Figure 1. Close-up of the layout (run 1).
The bar under the picture is 10 um long. Window x 37 to 62, y 17 to 42 um. Cells in grey, sequential cells in the stronger grey; small squares are vias.
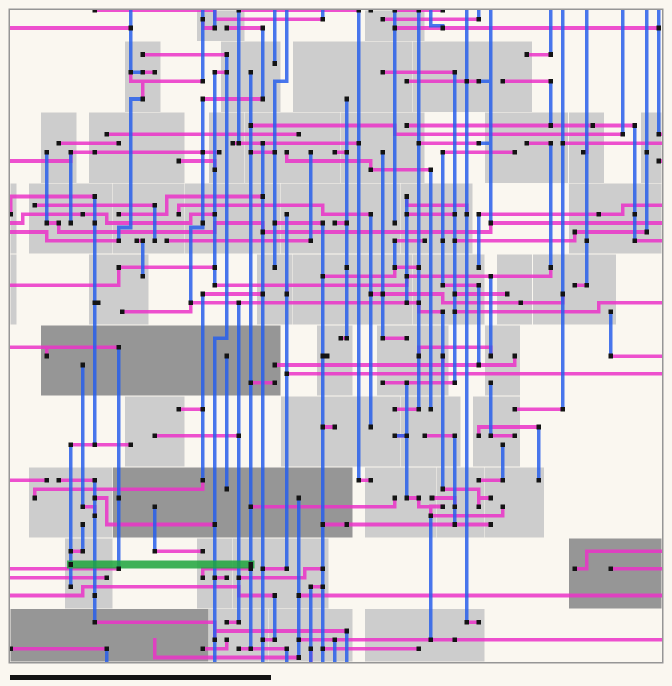
Figure 2. Clock distribution (run 1).
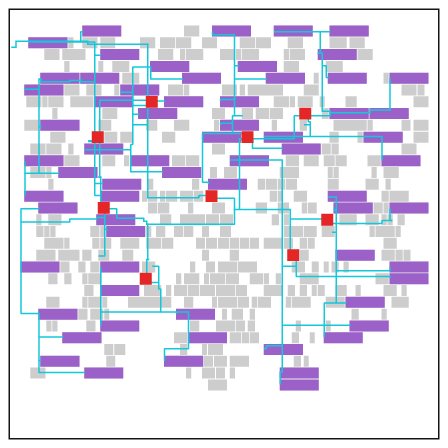
Figure 3. Cell outlines without signal wires (run 1).
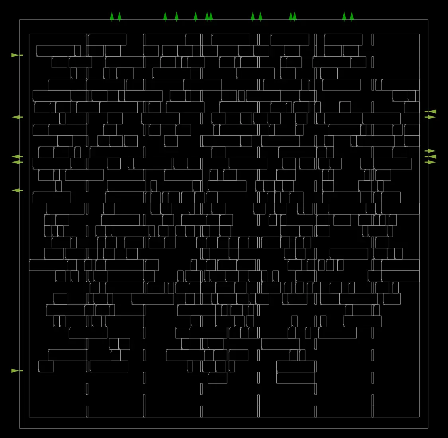
Figure 4. Gate families picked out (run 1).
The bar under the picture is 20 um long.
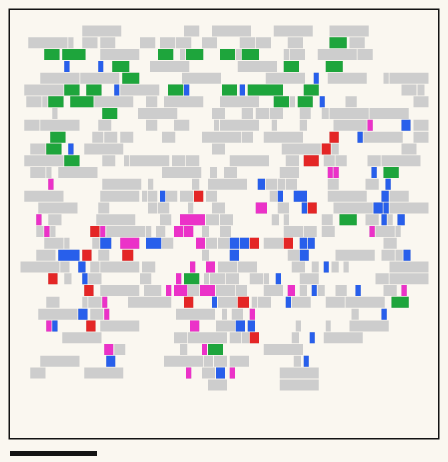
===== src/rtl/ecs_rx_param_if.sv =====
// Receive-side bundle of the ECS pulse-count receiver: the output word
// handshake plus busy/error/overrun status.
interface ecs_rx_param_if #(
    parameter int unsigned DATA_W = 16
);
    logic [DATA_W-1:0] rx_data;
    logic              rx_valid;
    logic              rx_ready;
    logic              rx_busy;
    logic              rx_err;
    logic              rx_ovr;

    modport master (
        output rx_data,
        output rx_valid,
        output rx_busy,
        output rx_err,
        output rx_ovr,
        input  rx_ready
    );

    modport slave (
        input  rx_data,
        input  rx_valid,
        input  rx_busy,
        input  rx_err,
        input  rx_ovr,
        output rx_ready
    );
endinterface


===== src/rtl/ecs_rx_param.sv =====
// Parametrised single-wire pulse-count receiver: bursts of rising edges encode
// per-segment set-bit indices. Optional abort of idle partial frames: ECS_RX_TIMEOUT_EN.
module ecs_rx_param #(
    parameter int unsigned SEG_W      = 8,
    parameter int unsigned NSEG       = 2,
    parameter int unsigned GAP_CYCLES = 8,
    parameter int unsigned TIMEOUT    = 64
) (
    input  logic          clk,
    input  logic          RST,
    input  logic          ECS_In,
    ecs_rx_param_if.master rx
);
    localparam int unsigned MAXN   = SEG_W / 2;
    localparam int unsigned DATA_W = SEG_W * NSEG;
    localparam int unsigned PW     = $clog2(SEG_W + MAXN + 2);
    localparam int unsigned SW     = (NSEG > 1) ? $clog2(NSEG) : 1;

    localparam logic [PW-1:0] HDR_MAX  = PW'(2 * MAXN + 2);
    localparam logic [PW-1:0] MAXN_P   = PW'(MAXN);
    localparam logic [PW-1:0] INV_OFS  = PW'(MAXN + 1);
    localparam logic [PW-1:0] SEGW_P   = PW'(SEG_W);
    localparam logic [7:0]    GAP_HIT  = 8'(GAP_CYCLES);
    localparam logic [SW-1:0] SEG_LAST = SW'(NSEG - 1);

    typedef enum logic {S_HDR, S_IDX} state_t;

    state_t            state_q, state_d;
    logic              sync1_q, sync1_d, sync2_q, sync2_d, sync3_q, sync3_d;
    logic [PW-1:0]     pcnt_q, pcnt_d;
    logic [7:0]        gap_q, gap_d;
    logic [PW-1:0]     n_q, n_d;
    logic [PW-1:0]     cnt_q, cnt_d;
    logic [PW-1:0]     last_q, last_d;
    logic              inv_q, inv_d;
    logic [SEG_W-1:0]  acc_q, acc_d;
    logic [SW-1:0]     seg_q, seg_d;
    logic [DATA_W-1:0] asm_q, asm_d;
    logic [DATA_W-1:0] data_q, data_d;
    logic              valid_q, valid_d;
    logic              busy_q, busy_d;
    logic              err_q, err_d;
    logic              ovr_q, ovr_d;

    logic              ev, burst_end, seg_done, seg_err, frame_done, hs;
    logic [PW-1:0]     hv, idx;
    logic [SEG_W-1:0]  seg_val;

`ifdef ECS_RX_TIMEOUT_EN
    localparam int unsigned TW = $clog2(TIMEOUT + 1);
    localparam logic [TW-1:0] TO_LAST = TW'(TIMEOUT - 1);
    logic [TW-1:0] to_q, to_d;
`else
    logic unused_timeout;
    assign unused_timeout = (TIMEOUT == 0);
`endif

    always_comb begin
        sync1_d = ECS_In;
        sync2_d = sync1_q;
        sync3_d = sync2_q;
        ev      = sync2_q & ~sync3_q;

        gap_d = ev ? '0 : ((gap_q == '1) ? gap_q : gap_q + 8'd1);
        // A coincident edge keeps the burst open.
        burst_end = !ev && (gap_q == GAP_HIT) && (pcnt_q != '0);

        pcnt_d = pcnt_q;
        if (burst_end)
            pcnt_d = '0;
        else if (ev && pcnt_q != '1)
            pcnt_d = pcnt_q + PW'(1);

        state_d    = state_q;
        n_d        = n_q;
        cnt_d      = cnt_q;
        last_d     = last_q;
        inv_d      = inv_q;
        acc_d      = acc_q;
        seg_d      = seg_q;
        asm_d      = asm_q;
        data_d     = data_q;
        valid_d    = valid_q;
        busy_d     = busy_q | ev;
        err_d      = 1'b0;
        ovr_d      = 1'b0;
        seg_done   = 1'b0;
        seg_err    = 1'b0;
        frame_done = 1'b0;
        seg_val    = '0;
        hv         = pcnt_q - PW'(1);
        idx        = pcnt_q - PW'(1);
        hs         = valid_q & rx.rx_ready;

        if (burst_end) begin
            case (state_q)
                S_HDR: begin
                    if (pcnt_q > HDR_MAX) begin
                        seg_err = 1'b1;
                    end else begin
                        if (hv > MAXN_P) begin
                            inv_d = 1'b1;
                            n_d   = hv - INV_OFS;
                        end else begin
                            inv_d = 1'b0;
                            n_d   = hv;
                        end
                        acc_d = '0;
                        cnt_d = '0;
                        if (n_d == '0)
                            seg_done = 1'b1;
                        else
                            state_d = S_IDX;
                    end
                end
                S_IDX: begin
                    if (pcnt_q > SEGW_P || (cnt_q != '0 && idx <= last_q)) begin
                        seg_err = 1'b1;
                    end else begin
                        acc_d  = acc_q | (SEG_W'(1) << idx);
                        last_d = idx;
                        cnt_d  = cnt_q + PW'(1);
                        if (cnt_d == n_q)
                            seg_done = 1'b1;
                    end
                end
                default: seg_err = 1'b1;
            endcase
        end

`ifdef ECS_RX_TIMEOUT_EN
        to_d = (ev || !busy_q) ? '0 : ((to_q == '1) ? to_q : to_q + TW'(1));
        if (busy_q && !ev && to_q == TO_LAST)
            seg_err = 1'b1;
`endif

        if (seg_err) begin
            err_d   = 1'b1;
            state_d = S_HDR;
            seg_d   = '0;
            busy_d  = 1'b0;
            asm_d   = '0;
            pcnt_d  = '0;
        end else if (seg_done) begin
            seg_val = acc_d ^ {SEG_W{inv_d}};
            state_d = S_HDR;
            for (int unsigned s = 0; s < NSEG; s++) begin
                if (SW'(s) == seg_q)
                    asm_d[s*SEG_W +: SEG_W] = seg_val;
            end
            if (seg_q == SEG_LAST) begin
                frame_done = 1'b1;
                seg_d      = '0;
                busy_d     = 1'b0;
            end else begin
                seg_d = seg_q + SW'(1);
            end
        end

        // A completing frame may reuse the slot being handed off this cycle.
        if (frame_done) begin
            if (!valid_q || hs) begin
                data_d  = asm_d;
                valid_d = 1'b1;
            end else begin
                ovr_d = 1'b1;
            end
        end else if (hs) begin
            valid_d = 1'b0;
        end
    end

    always_ff @(posedge clk or posedge RST) begin
        if (RST) begin
            state_q <= S_HDR;
            sync1_q <= 1'b0;
            sync2_q <= 1'b0;
            sync3_q <= 1'b0;
            pcnt_q  <= '0;
            gap_q   <= '0;
            n_q     <= '0;
            cnt_q   <= '0;
            last_q  <= '0;
            inv_q   <= 1'b0;
            acc_q   <= '0;
            seg_q   <= '0;
            asm_q   <= '0;
            data_q  <= '0;
            valid_q <= 1'b0;
            busy_q  <= 1'b0;
            err_q   <= 1'b0;
            ovr_q   <= 1'b0;
`ifdef ECS_RX_TIMEOUT_EN
            to_q    <= '0;
`endif
        end else begin
            state_q <= state_d;
            sync1_q <= sync1_d;
            sync2_q <= sync2_d;
            sync3_q <= sync3_d;
            pcnt_q  <= pcnt_d;
            gap_q   <= gap_d;
            n_q     <= n_d;
            cnt_q   <= cnt_d;
            last_q  <= last_d;
            inv_q   <= inv_d;
            acc_q   <= acc_d;
            seg_q   <= seg_d;
            asm_q   <= asm_d;
            data_q  <= data_d;
            valid_q <= valid_d;
            busy_q  <= busy_d;
            err_q   <= err_d;
            ovr_q   <= ovr_d;
`ifdef ECS_RX_TIMEOUT_EN
            to_q    <= to_d;
`endif
        end
    end

    assign rx.rx_data  = data_q;
    assign rx.rx_valid = valid_q;
    assign rx.rx_busy  = busy_q;
    assign rx.rx_err   = err_q;
    assign rx.rx_ovr   = ovr_q;
endmodule


===== src/flat_wrapper.sv =====
// flat-port wrapper written by rule: the top's interface ports become plain ports
module ecs_rx_param_flat 
#(
    parameter int unsigned SEG_W      = 8,
    parameter int unsigned NSEG       = 2,
    parameter int unsigned GAP_CYCLES = 8,
    parameter int unsigned TIMEOUT    = 64
)
  (clk, RST, ECS_In, rx_rx_data, rx_rx_valid, rx_rx_busy, rx_rx_err, rx_rx_ovr, rx_rx_ready);
  ecs_rx_param_if #(.DATA_W(16)) rx_i ();
  input  logic clk;
  input  logic RST;
  input  logic ECS_In;
  output wire logic [$bits(rx_i.rx_data)-1:0] rx_rx_data;
  output wire logic [$bits(rx_i.rx_valid)-1:0] rx_rx_valid;
  output wire logic [$bits(rx_i.rx_busy)-1:0] rx_rx_busy;
  output wire logic [$bits(rx_i.rx_err)-1:0] rx_rx_err;
  output wire logic [$bits(rx_i.rx_ovr)-1:0] rx_rx_ovr;
  input wire logic [$bits(rx_i.rx_ready)-1:0] rx_rx_ready;
  assign rx_rx_data = rx_i.rx_data;
  assign rx_rx_valid = rx_i.rx_valid;
  assign rx_rx_busy = rx_i.rx_busy;
  assign rx_rx_err = rx_i.rx_err;
  assign rx_rx_ovr = rx_i.rx_ovr;
  assign rx_i.rx_ready = rx_rx_ready;
  ecs_rx_param #(.SEG_W(SEG_W), .NSEG(NSEG), .GAP_CYCLES(GAP_CYCLES), .TIMEOUT(TIMEOUT)) u_core (.clk(clk), .RST(RST), .ECS_In(ECS_In), .rx(rx_i));
endmodule

===== config.mk =====
export PLATFORM = sky130hd
export DESIGN_NAME = ecs_rx_param_flat
export DESIGN_NICKNAME = d
export VERILOG_FILES = /design/src/rtl/ecs_rx_param_if.sv /design/src/rtl/ecs_rx_param.sv /design/src/flat_wrapper.sv
export SDC_FILE = /design/constraint.sdc
export NUM_CORES = 1
export LEC_CHECK = 0
export CORE_MARGIN = 2
export CORE_UTILIZATION = 40
export CTS_BUF_LIST = sky130_fd_sc_hd__clkbuf_4
export CTS_CLUSTER_SIZE = 8
export DETAILED_ROUTE_END_ITERATION = 12
export PLACE_DENSITY_LB_ADDON = 0.15
export SLEW_MARGIN = 30
export SYNTH_ARGS = -nofsm -noshare
export SYNTH_HDL_FRONTEND = slang
export SYNTH_SLANG_ARGS = --single-unit
export TNS_END_PERCENT = 30

===== constraint.sdc =====
create_clock -name clk -period 4.9 [get_ports clk]
set_input_delay 0.49 -clock clk [delete_from_list [all_inputs] [get_ports clk]]
set_output_delay 0.49 -clock clk [all_outputs]
set_load 0.01 [all_outputs]

==> flow_metrics.env, run 1 <==
# source this file to load flow results
export IMPL_status="finished, final reports clean"
export IMPL_routed_wl_met2_um=3560
export IMPL_cts_root_buf="clkbuf_4"
export IMPL_fp_util_pct=41.1
export IMPL_fmax_mhz=243
export IMPL_drc_errors=0
export IMPL_yosysUniqueCellTypes=58
export IMPL_fp_dieH_um=98.7
export IMPL_netlist_top_cell_by_area="dfrtp_1"
export IMPL_max_slew_margin_rel_pct=47.9
export IMPL_period_needed_ns=4.11
export IMPL_power_frac_comb_pct=44.8
export IMPL_p_int_mw=1.09
export IMPL_drive_above_1_share_pct=11.1
export IMPL_crit_required_ns=5.21
export IMPL_dieArea_sq_um=9740
export IMPL_worstMarginPinSlew_ns=0.775
export IMPL_top_layer="met4"
export IMPL_finalClockPeriodUsage_pct=83.9
export IMPL_hold_viol_final=0
export IMPL_drt_wirelength_per_cell_um=15.2
export IMPL_timing_critical_path_from="u_core.pcnt_q[0]$_DFFE_PP0P_"
export IMPL_arrival_ns=4.42
export IMPL_grt_pass1_vias=2538
export IMPL_met2_usage_pct=26.1
export IMPL_antenna_found_initial=0
export IMPL_cts_tree="done"
export IMPL_p_total_mw=1.96
export IMPL_vias_per_cell=5.29
export IMPL_synth_flops=66
export IMPL_place_ws_ns=0.821
export IMPL_grt_busiest_layer="met2"
export IMPL_yosys_stat_cells=342
export IMPL_edf_count=0
export IMPL_irDropWorstVdd_v=0.000205
export IMPL_ant_nets=0
export IMPL_r2r_end="u_core.rx.rx_data[2]$_DFFE_PP0P_"
export IMPL_final_util_pct=46.1
export IMPL_yosysTopAreaCellShare_pct=46.1
export IMPL_cts_setup_buffers=0
export IMPL_switching_share_pct=44.5
export IMPL_die_w_um=98.7
export IMPL_cp_endpoint="u_core.rx.rx_data[2]$_DFFE_PP0P_"
export IMPL_finalMaxSlewViolations=0
export IMPL_mostFrequentLayoutCells="dfrtp_1, inv_1, nand2_1"
export IMPL_cts_buffer_depth=2
export IMPL_hp_class="reg2reg"
export IMPL_synthCells=342
export IMPL_netlist_area_sq_um=3590
export IMPL_layout_setup_ws_ns=0.789
export IMPL_synthToLayoutAreaGrowth_pct=12.2
export IMPL_grt_use_met1_pct=21.6
export IMPL_p_leak_nw=1.99
export IMPL_worstSetupStartpointType="register"
export IMPL_tool_warnings=34
export IMPL_end_kind="register"
export IMPL_path_max_fanout=16
export IMPL_cts_resized=0
export IMPL_drt_pre_antenna_iters=4
export IMPL_num_antenna_cells=0
export IMPL_rsz0062_at_grt="no"
export IMPL_ioPinCount=24
export IMPL_cts_hold_buffers=0
export IMPL_htreeDepth=3
export IMPL_path_class="reg2reg"
export IMPL_seq_power_share_pct=38.4
export IMPL_holdPathEnd="u_core.sync2_q$_DFF_PP0_"
export IMPL_cap_violations=0
export IMPL_power_switching_mw=0.872
export IMPL_cts_buffers=9
export IMPL_cts_sinks=66
export IMPL_numPortBuffers=23
export IMPL_hold_start="u_core.sync1_q$_DFF_PP0_"
export IMPL_async_flop_share_pct=100
export IMPL_largest_reg_flops=16
export IMPL_powerDensity_nw_per_um2=487
export IMPL_cts_clk_slew_worst_paths_ns=0.13
export IMPL_grt_use_met3_pct=3.69
export IMPL_rows=34
export IMPL_reg2regPathDepth=10
export IMPL_ys_warn_count=0
export IMPL_grt_max_degree=45
export IMPL_fp_nets=362
export IMPL_fin_nets=383
export IMPL_rrSetupSlack_ns=0.79
export IMPL_drt_initial_drc_count=146
export IMPL_grt_overflow=0
export IMPL_finalSetupTns_ns=0
export IMPL_yosys_stat_seqShare_pct=46.1
export IMPL_synth_chip_area_sq_um=3590
export IMPL_topCellsByArea="dfrtp_1, ha_1, mux2i_1, inv_1, nand2_1"
export IMPL_hpwl_um=5180
export IMPL_avgSynthCellArea_sq_um=10.5
export IMPL_grt_usage_pct=16.1
export IMPL_routed_wl_um=7210
export IMPL_holdPathStages=0
export IMPL_drt_met1_wl_um=3400
export IMPL_finalHoldWorstSlack_ns=0.370
export IMPL_grt_pass1_wl_um=12400
export IMPL_vias=2519
export IMPL_ff_type="dfrtp_1"
export IMPL_place_gp_congestion=0.815
export IMPL_met3WireLength_um=177
export IMPL_rr_startpoint="u_core.pcnt_q[0]$_DFFE_PP0P_"
export IMPL_setup_viol=0
About Figure 1:
met1: shown in magenta. met3: shown in green. met2: shown in blue.
Sequential cells in the window: 3. 44 logic cells have their middle in the window. Most frequent: ha_1 (6), inv_1 (4), nor2_1 (4). Netlist names of flops here include `u_core.pcnt_q` (3).

About Figure 2:
clock wires: shown in cyan, length 967 um. cells driving clock nets: shown in red, count 9. flip-flops: shown in purple, count 66.
There are 10 routed clock nets.
worst-skew pair later-pin latency: 0.42 ns
Clk pwr share: 16.8%
clk pwr: 0.329 mW
clk_skew: 0.0164 ns

About Figure 3:
fill count: 818
Cell Count, Final, Fillers Out: 476
total core area: 8720 sq um

About Figure 4:
AND and OR gates: shown in red, cells 16. multiplexers: shown in green, cells 30. NOR gates: shown in magenta, cells 31. NAND gates: shown in blue, cells 49.
Commonest Layout Cell: dfrtp_1
Comb/total area: 43.3%

==> run 1: cell families (layout without fill, tap and decap cells) <==
family / count (synthesis) / after routing / synth area share (%)
simple gates: 96 / 96 / 14.5
compound gates: 65 / 65 / 13.8
xor+xnor: 22 / 22 / 5.37
fa+ha+maj: 16 / 16 / 5.58
buf+inv: 47 / 73 / 5.41
mux: 30 / 30 / 9.28
flops: 66 / 66 / 46.1
==> run 1: per-stage QoR <==
step / instances / area [sq um]
final: 476 / 4020
after global routing: 476 / 4020
after CTS: 476 / 4020
after global placement: 460 / 3900
after floorplan: 342 / 3590
after detailed placement: 460 / 3900
==> run 1: power by group through the flow <==
stage	Sequential, mW	Combinational (mW)	Clock, mW
global route	0.770	0.987	0.369
global placement	0.758	0.859	0
CTS	0.752	0.884	0.347
finish	0.751	0.878	0.329
floorplan	0.710	0.715	0
detailed placement	0.763	0.877	0
==> run 1: area by class of cell <==
cell class / instances / area (sq um)
clock buffer: 9 / 67.6
clock inverter: 7 / 53.8
fill: 818 / 4700
inverter: 30 / 114
multi-input combinational: 229 / 1740
sequential: 66 / 1650
tap: 108 / 135
timing repair buffer: 27 / 260
==> run 1: critical path, cell delays in order (launching register included) <==
cell and delay, ns:
dfrtp_1 0.65, inv_1 0.21, ha_1 0.41, xor2_1 0.51, ha_1 0.38, nand4b_1 0.13, nand3_1 0.08, a22o_1 0.35
and3b_2 0.30, o211ai_4 0.56, mux2_2 0.40
==> run 1: cell usage after synthesis (7+ instances only) <==
library cell / n
ha_1: 16
nand4_1: 7
o21ai_0: 14
xor2_1: 11
nand2_1: 27
inv_1: 30
nor2_1: 19
xnor2_1: 11
and3_1: 9
mux2_2: 8
mux2i_1: 19
nand3_1: 8
clkbuf_1: 10
dfrtp_1: 66
Figure 5. Wire density map (run 1).
The die is cut into 20 by 20 equal tiles; black is low, pale yellow is high, scaled to the fullest tile. Values are wire area over tile area, all layers added.
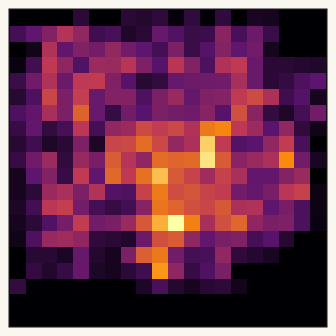

==> run 1 -> run 2 <==
Clock period 4.9 ns to 4.23 ns, I/O delays scaled along.
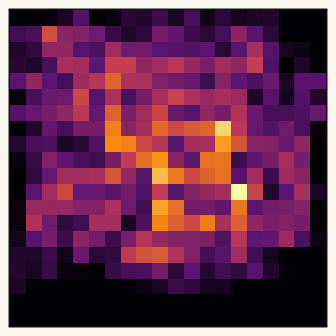
Figure 6: run 2, wire density map.
The die is cut into 20 by 20 equal tiles; black is low, pale yellow is high, scaled to the fullest tile. Values are wire area over tile area, all layers added.
12% of the tiles are over half the peak. 21% of the tiles are nearly empty. The densest ninth of the die: centre. The mean over all tiles is 0.11. The emptiest ninth of the die: lower left.
total wire length: 7170 um
gr usage total: 15.9%
Avg WL per Cell: 14.9 um
routed vias: 2493

==> run 2 against run 1 <==
Synthesized cell count unchanged. Sequential power rose by 12%. Clock power grew 43%. Die area is the same. Critical endpoint is now u_core.rx.rx_data[8]$_DFFE_PP0P_. Fmax up 14%. Non-clock buffer count increased by 6. Power grew 21%. Synthesized area unchanged. Sequential share of layout area decreased by 0.76 points. First-iteration DRC count is 4.8% lower. Combinational power rose by about 20%.
==> flow_metrics.env, run 2 <==
# source this file to load flow results
export IMPL_status="finished, final reports clean"
export IMPL_htreeDepth=3
export IMPL_common_cells="dfrtp_1, inv_1, nand2_1"
export IMPL_powerDensity_nw_per_um2=580
export IMPL_vias_per_cell=5.18
export IMPL_grt_pass1_wl_um=12300
export IMPL_num_antenna_cells=0
export IMPL_fp_dieH_um=98.7
export IMPL_p_leak_nw=2.03
export IMPL_worst_path_stages=11
export IMPL_switching_share_pct=40.8
export IMPL_layout_area_seq_sq_um=1650
export IMPL_hpwl_um=5190
export IMPL_avgSynthCellArea_sq_um=10.5
export IMPL_hp_class="reg2reg"
export IMPL_combGateArea_sq_um=1740
export IMPL_cp_endpoint="u_core.rx.rx_data[8]$_DFFE_PP0P_"
export IMPL_reg2regPathDepth=11
export IMPL_cap_violations=0
export IMPL_async_flop_share_pct=100
export IMPL_synthCells=342
export IMPL_crit_required_ns=4.58
export IMPL_dieArea_sq_um=9740
export IMPL_timing_critical_path_from="u_core.pcnt_q[1]$_DFFE_PP0P_"
export IMPL_hold_viol_final=0
export IMPL_cts_buffers=9
export IMPL_clkPwrFrac_pct=19.8
export IMPL_cts_tree="done"
export IMPL_crit_slowest_cell="or4_1"
export IMPL_cts_setup_buffers=0
export IMPL_period_needed_ns=3.60
export IMPL_numPortBuffers=23
export IMPL_rows=34
export IMPL_holdPathStages=0
export IMPL_arrival_ns=3.95
export IMPL_grt_use_met3_pct=3.83
export IMPL_path_class="reg2reg"
export IMPL_seq_power_share_pct=35.2
export IMPL_max_slew_margin_rel_pct=49.1
export IMPL_grt_pass1_vias=2454
export IMPL_worstSkewPairLatency_ns=0.41
export IMPL_rr_startpoint="u_core.pcnt_q[1]$_DFFE_PP0P_"
export IMPL_irDropWorstVdd_v=0.000220
export IMPL_cts_hold_buffers=0
export IMPL_cp_cell_sequence="or4_1 > nand2_1 > ha_1 > a21oi_1 > nand3_1 > a22o_1 > buf_4 > and3b_2 > o211ai_4 > buf_4 > mux2i_1"
export IMPL_cts_resized=0
export IMPL_rrSetupSlack_ns=0.63
export IMPL_die_w_um=98.7
export IMPL_drive_above_1_share_pct=12.1
export IMPL_fp_nets=362
export IMPL_place_gp_congestion=0.790
export IMPL_grt_use_met1_pct=22.3
export IMPL_rsz0062_at_grt="no"
export IMPL_mostFrequentLayoutCells="dfrtp_1, inv_1, nand2_1"
export IMPL_cts_sinks=66
export IMPL_edf_count=0
export IMPL_layout_setup_ws_ns=0.628
export IMPL_fmax_mhz=278
export IMPL_finalClockPeriodUsage_pct=85.1
export IMPL_synth_flops=66
export IMPL_fin_nets=389
export IMPL_drc_errors=0
export IMPL_topCellsByArea="dfrtp_1, ha_1, mux2i_1, inv_1, nand2_1"
export IMPL_drt_initial_drc_count=139
export IMPL_cts_clk_slew_worst_paths_ns=0.11
export IMPL_critPathMaxStageDelay_ns=0.70
export IMPL_cts_buffer_depth=2
export IMPL_antenna_found_initial=0
export IMPL_cts_root_buf="clkbuf_4"
export IMPL_met2_usage_pct=24.0
export IMPL_drt_pre_antenna_iters=4
export IMPL_ioPinCount=24
export IMPL_fp_util_pct=41.1
export IMPL_netlist_area_sq_um=3590
export IMPL_clock_skew_final_ns=0.0140
export IMPL_end_kind="register"
export IMPL_crit_family="simple AND/OR/NAND/NOR gates"
export IMPL_yosys_stat_seqShare_pct=46.1
export IMPL_hold_start="u_core.sync1_q$_DFF_PP0_"
export IMPL_grt_overflow=0
export IMPL_lay_top_count="dfrtp_1"
export IMPL_netlist_top_cell_by_area="dfrtp_1"
export IMPL_largest_reg_flops=16
export IMPL_holdPathEnd="u_core.sync2_q$_DFF_PP0_"
export IMPL_r2r_end="u_core.rx.rx_data[8]$_DFFE_PP0P_"
export IMPL_ys_warn_count=0
export IMPL_grt_max_degree=46
export IMPL_crit_buf_inv=2
export IMPL_power_frac_comb_pct=45.0
export IMPL_grt_busiest_layer="met2"
export IMPL_power_switching_mw=0.971
export IMPL_nFillCells=826
export IMPL_synth_chip_area_sq_um=3590
export IMPL_path_max_fanout=13
export IMPL_tool_warnings=34
export IMPL_worstMarginPinSlew_ns=0.763
export IMPL_ant_nets=0
export IMPL_synthToLayoutAreaGrowth_pct=14.3
export IMPL_yosys_stat_cells=342
export IMPL_cp_common_cell="buf_4"
export IMPL_core_area_sq_um=8720
export IMPL_setup_viol=0
export IMPL_yosysTopAreaCellShare_pct=46.1
export IMPL_ff_type="dfrtp_1"
export IMPL_synth_most_common_cell="dfrtp_1"
export IMPL_finalMaxSlewViolations=0
export IMPL_place_ws_ns=0.634
export IMPL_finalSetupTns_ns=0
export IMPL_p_int_mw=1.41
export IMPL_worstSetupStartpointType="register"
export IMPL_yosysUniqueCellTypes=58
==> run 2: cell types whose count changed in the layout (fill, tap and decap cells not counted), moves of 2 or more <==
cell	previous run	this run
bufinv_16	0	2
clkinvlp_4	3	1
buf_4	4	9
inv_6	2	0
==> run 2: kinds of logic after synthesis <==
group           after synthesis  synth area share [%]
simple gates                 96                  14.5
flops                        66                  46.1
compound gates               65                  13.8
buf+inv                      47                  5.41
mux                          30                  9.28
xor+xnor                     22                  5.37
fa+ha+maj                    16                  5.58
==> run 2: layout make-up <==
cell class	instances	area share, %
sequential	66	40.3
clock buffer	10	1.83
clock inverter	5	1.95
multi-input combinational	229	42.5
timing repair buffer	33	7.39
tap	108	3.30
inverter	30	2.78
==> run 2: layer usage <==
metal | share of wire [%] | vias to the layer above
met1 | 50 | 1182
met2 | 45 | 36
met5 | 0 | -
met4 | 1.8 | 0
met3 | 3.2 | 13
li1 | - | 1262
==> run 2: through the flow <==
step | instance area (sq um) | hold slack [ns] | instances | total power [mW] | utilization, %
after floorplan | 3590 | 0.331 | 342 | 1.65 | -
after global placement | 3940 | 0.334 | 465 | 1.91 | 45.2
after detailed placement | 3940 | 0.335 | 466 | 1.92 | 45.2
after CTS | 4100 | 0.363 | 481 | 2.41 | 47.0
after global routing | 4100 | 0.381 | 481 | 2.58 | 47.0
final | 4100 | 0.359 | 481 | 2.38 | 47.0
==> run 2: power groups by stage <==
stage / clock network (mW) / logic [mW] / registers, mW
final: 0.470 / 1.07 / 0.838
after global routing: 0.517 / 1.20 / 0.858
after CTS: 0.492 / 1.08 / 0.839
after detailed placement: 0 / 1.07 / 0.852
after global placement: 0 / 1.06 / 0.849
after floorplan: 0 / 0.828 / 0.823
==> run 2 -> run 3 <==
Settings changed: CAP_MARGIN set to 20.
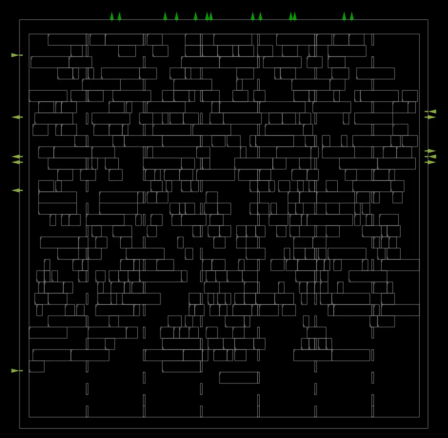
Figure 7: run 3, cell outlines without signal wires.
Rows: 34
fill count: 826
final design utilization: 47.0%

==> run 3 against run 2 <==
Fmax is the same. Clock skew is the same. Highest routed layer unchanged. Die area is the same. Clock power is essentially flat. Critical path type unchanged. Setup slack is the same. Synthesized cell count is the same.
==> flow_metrics.env, run 3 <==
# source this file to load flow results
export IMPL_end_kind="register"
export IMPL_routed_wl_um=7170
export IMPL_placed_cells=466
export IMPL_stdcell_area_sq_um=4100
export IMPL_grt_use_met1_pct=22.3
export IMPL_yosysUniqueCellTypes=58
export IMPL_top_layer="met4"
export IMPL_vias_per_cell=5.18
export IMPL_grt_use_met3_pct=3.83
export IMPL_synthToLayoutAreaGrowth_pct=14.3
export IMPL_antenna_found_initial=0
export IMPL_met2_usage_pct=24.0
export IMPL_topCellsByArea="dfrtp_1, ha_1, mux2i_1, inv_1, nand2_1"
export IMPL_cts_buffer_depth=2
export IMPL_ys_sh_mux_pct=9.28
export IMPL_htreeDepth=3
export IMPL_grt_pass1_vias=2454
export IMPL_synthCells=342
export IMPL_ant_nets=0
export IMPL_path_class="reg2reg"
export IMPL_drive_above_1_share_pct=12.1
export IMPL_drt_initial_drc_count=139
export IMPL_grt_max_degree=46
export IMPL_finalClockPeriodUsage_pct=85.1
export IMPL_crit_family="simple AND/OR/NAND/NOR gates"
export IMPL_simple_gate_share_pct=14.5
export IMPL_grt_usage_pct=15.9
export IMPL_die_w_um=98.7
export IMPL_worstSkewPairLatency_ns=0.41
export IMPL_netlist_area_sq_um=3590
export IMPL_aoi_share_pct=13.8
export IMPL_synth_chip_area_sq_um=3590
export IMPL_finalHoldWorstSlack_ns=0.359
export IMPL_cts_hold_buffers=0
export IMPL_grt_busiest_layer="met2"
export IMPL_irDropWorstVdd_v=0.000220
export IMPL_path_max_fanout=13
export IMPL_lay_top_count="dfrtp_1"
export IMPL_cp_common_cell="buf_4"
export IMPL_cts_tree="done"
export IMPL_logic_family="simple AND/OR/NAND/NOR gates"
export IMPL_numPortBuffers=23
export IMPL_crit_slowest_cell="or4_1"
export IMPL_crit_required_ns=4.58
export IMPL_worstSetupStartpointType="register"
export IMPL_max_slew_margin_rel_pct=49.1
export IMPL_grt_overflow=0
export IMPL_fmax_mhz=278
export IMPL_cts_root_buf="clkbuf_4"
export IMPL_core_area_sq_um=8720
export IMPL_synth_flops=66
export IMPL_hold_viol_final=0
export IMPL_fp_dieH_um=98.7
export IMPL_yosysTopAreaCellShare_pct=46.1
export IMPL_routed_wl_met2_um=3230
export IMPL_drt_met1_wl_um=3580
export IMPL_cts_resized=0
export IMPL_arrival_ns=3.95
export IMPL_avgSynthCellArea_sq_um=10.5
export IMPL_hp_class="reg2reg"
export IMPL_yosys_stat_seqShare_pct=46.1
export IMPL_status="finished, final reports clean"
export IMPL_met3WireLength_um=227
export IMPL_async_flop_share_pct=100
export IMPL_grt_pass1_wl_um=12300
export IMPL_tool_warnings=34
export IMPL_p_leak_nw=2.03
export IMPL_worstMarginPinSlew_ns=0.763
export IMPL_cts_buffers=9
export IMPL_cts_setup_buffers=0
export IMPL_fp_nets=362
export IMPL_finalSetupTns_ns=0
export IMPL_place_ws_ns=0.634
export IMPL_ioPinCount=24
export IMPL_common_cells="dfrtp_1, inv_1, nand2_1"
export IMPL_edf_count=0
export IMPL_netlist_top_cell_by_area="dfrtp_1"
export IMPL_drt_wirelength_per_cell_um=14.9
export IMPL_largest_reg_flops=16
export IMPL_fp_util_pct=41.1
export IMPL_dpl_instance_area_sq_um=3940
export IMPL_fin_nets=389
export IMPL_critPathMaxStageDelay_ns=0.70
export IMPL_powerDensity_nw_per_um2=580
export IMPL_ys_sh_adder_pct=5.58
export IMPL_cp_cell_sequence="or4_1 > nand2_1 > ha_1 > a21oi_1 > nand3_1 > a22o_1 > buf_4 > and3b_2 > o211ai_4 > buf_4 > mux2i_1"
export IMPL_cap_violations=0
run 3: power by group:
part	internal [mW]	switching [mW]
clock network	0.242	0.228
logic	0.427	0.643
registers	0.737	0.101
run 3: cells by family after synthesis:
group / after synthesis
buffers and inverters: 47
multiplexers: 30
AND/OR/NAND/NOR: 96
flip-flops: 66
XOR/XNOR: 22
adder cells (fa/ha/maj): 16
AND-OR/OR-AND: 65
run 3: path summary, 6_finish.rpt:
path                                                          to  depth (start not counted)  slack (ns)                    startpoint
worst max-delay path            u_core.rx.rx_data[8]$_DFFE_PP0P_                         11        0.63  u_core.pcnt_q[1]$_DFFE_PP0P_
worst min-delay path                    u_core.sync2_q$_DFF_PP0_                          0        0.36      u_core.sync1_q$_DFF_PP0_
worst max register to register  u_core.rx.rx_data[8]$_DFFE_PP0P_                         11        0.63  u_core.pcnt_q[1]$_DFFE_PP0P_
worst min register to register          u_core.sync2_q$_DFF_PP0_                          0        0.36      u_core.sync1_q$_DFF_PP0_
max in group asynchronous            u_core.gap_q[3]$_DFFE_PP0P_                          3        3.01                           RST
min in group asynchronous             u_core.rx.rx_err$_DFF_PP0_                          2        0.43                           RST
run 3: cell type report:
class,count,area (sq um),share of cell area [%]
inverters,30,114,2.78
clock inverters,5,80.1,1.95
repair buffers,33,303,7.39
flip-flops and latches,66,1650,40.3
multi-input cells,229,1740,42.5
clock buffers,10,75.1,1.83
well taps,108,135,3.30
run 3: worst reg2reg max path: cells and delay by family (launching register included):
kind	cells	cell delay, ns
AND-OR/OR-AND	3	0.89
flip-flops	1	0.52
AND/OR/NAND/NOR	4	1.21
adder cells (fa/ha/maj)	1	0.29
multiplexers	1	0.19
buffers and inverters	2	0.43
No activity file was given, so power comes from the tool's default toggle rates.
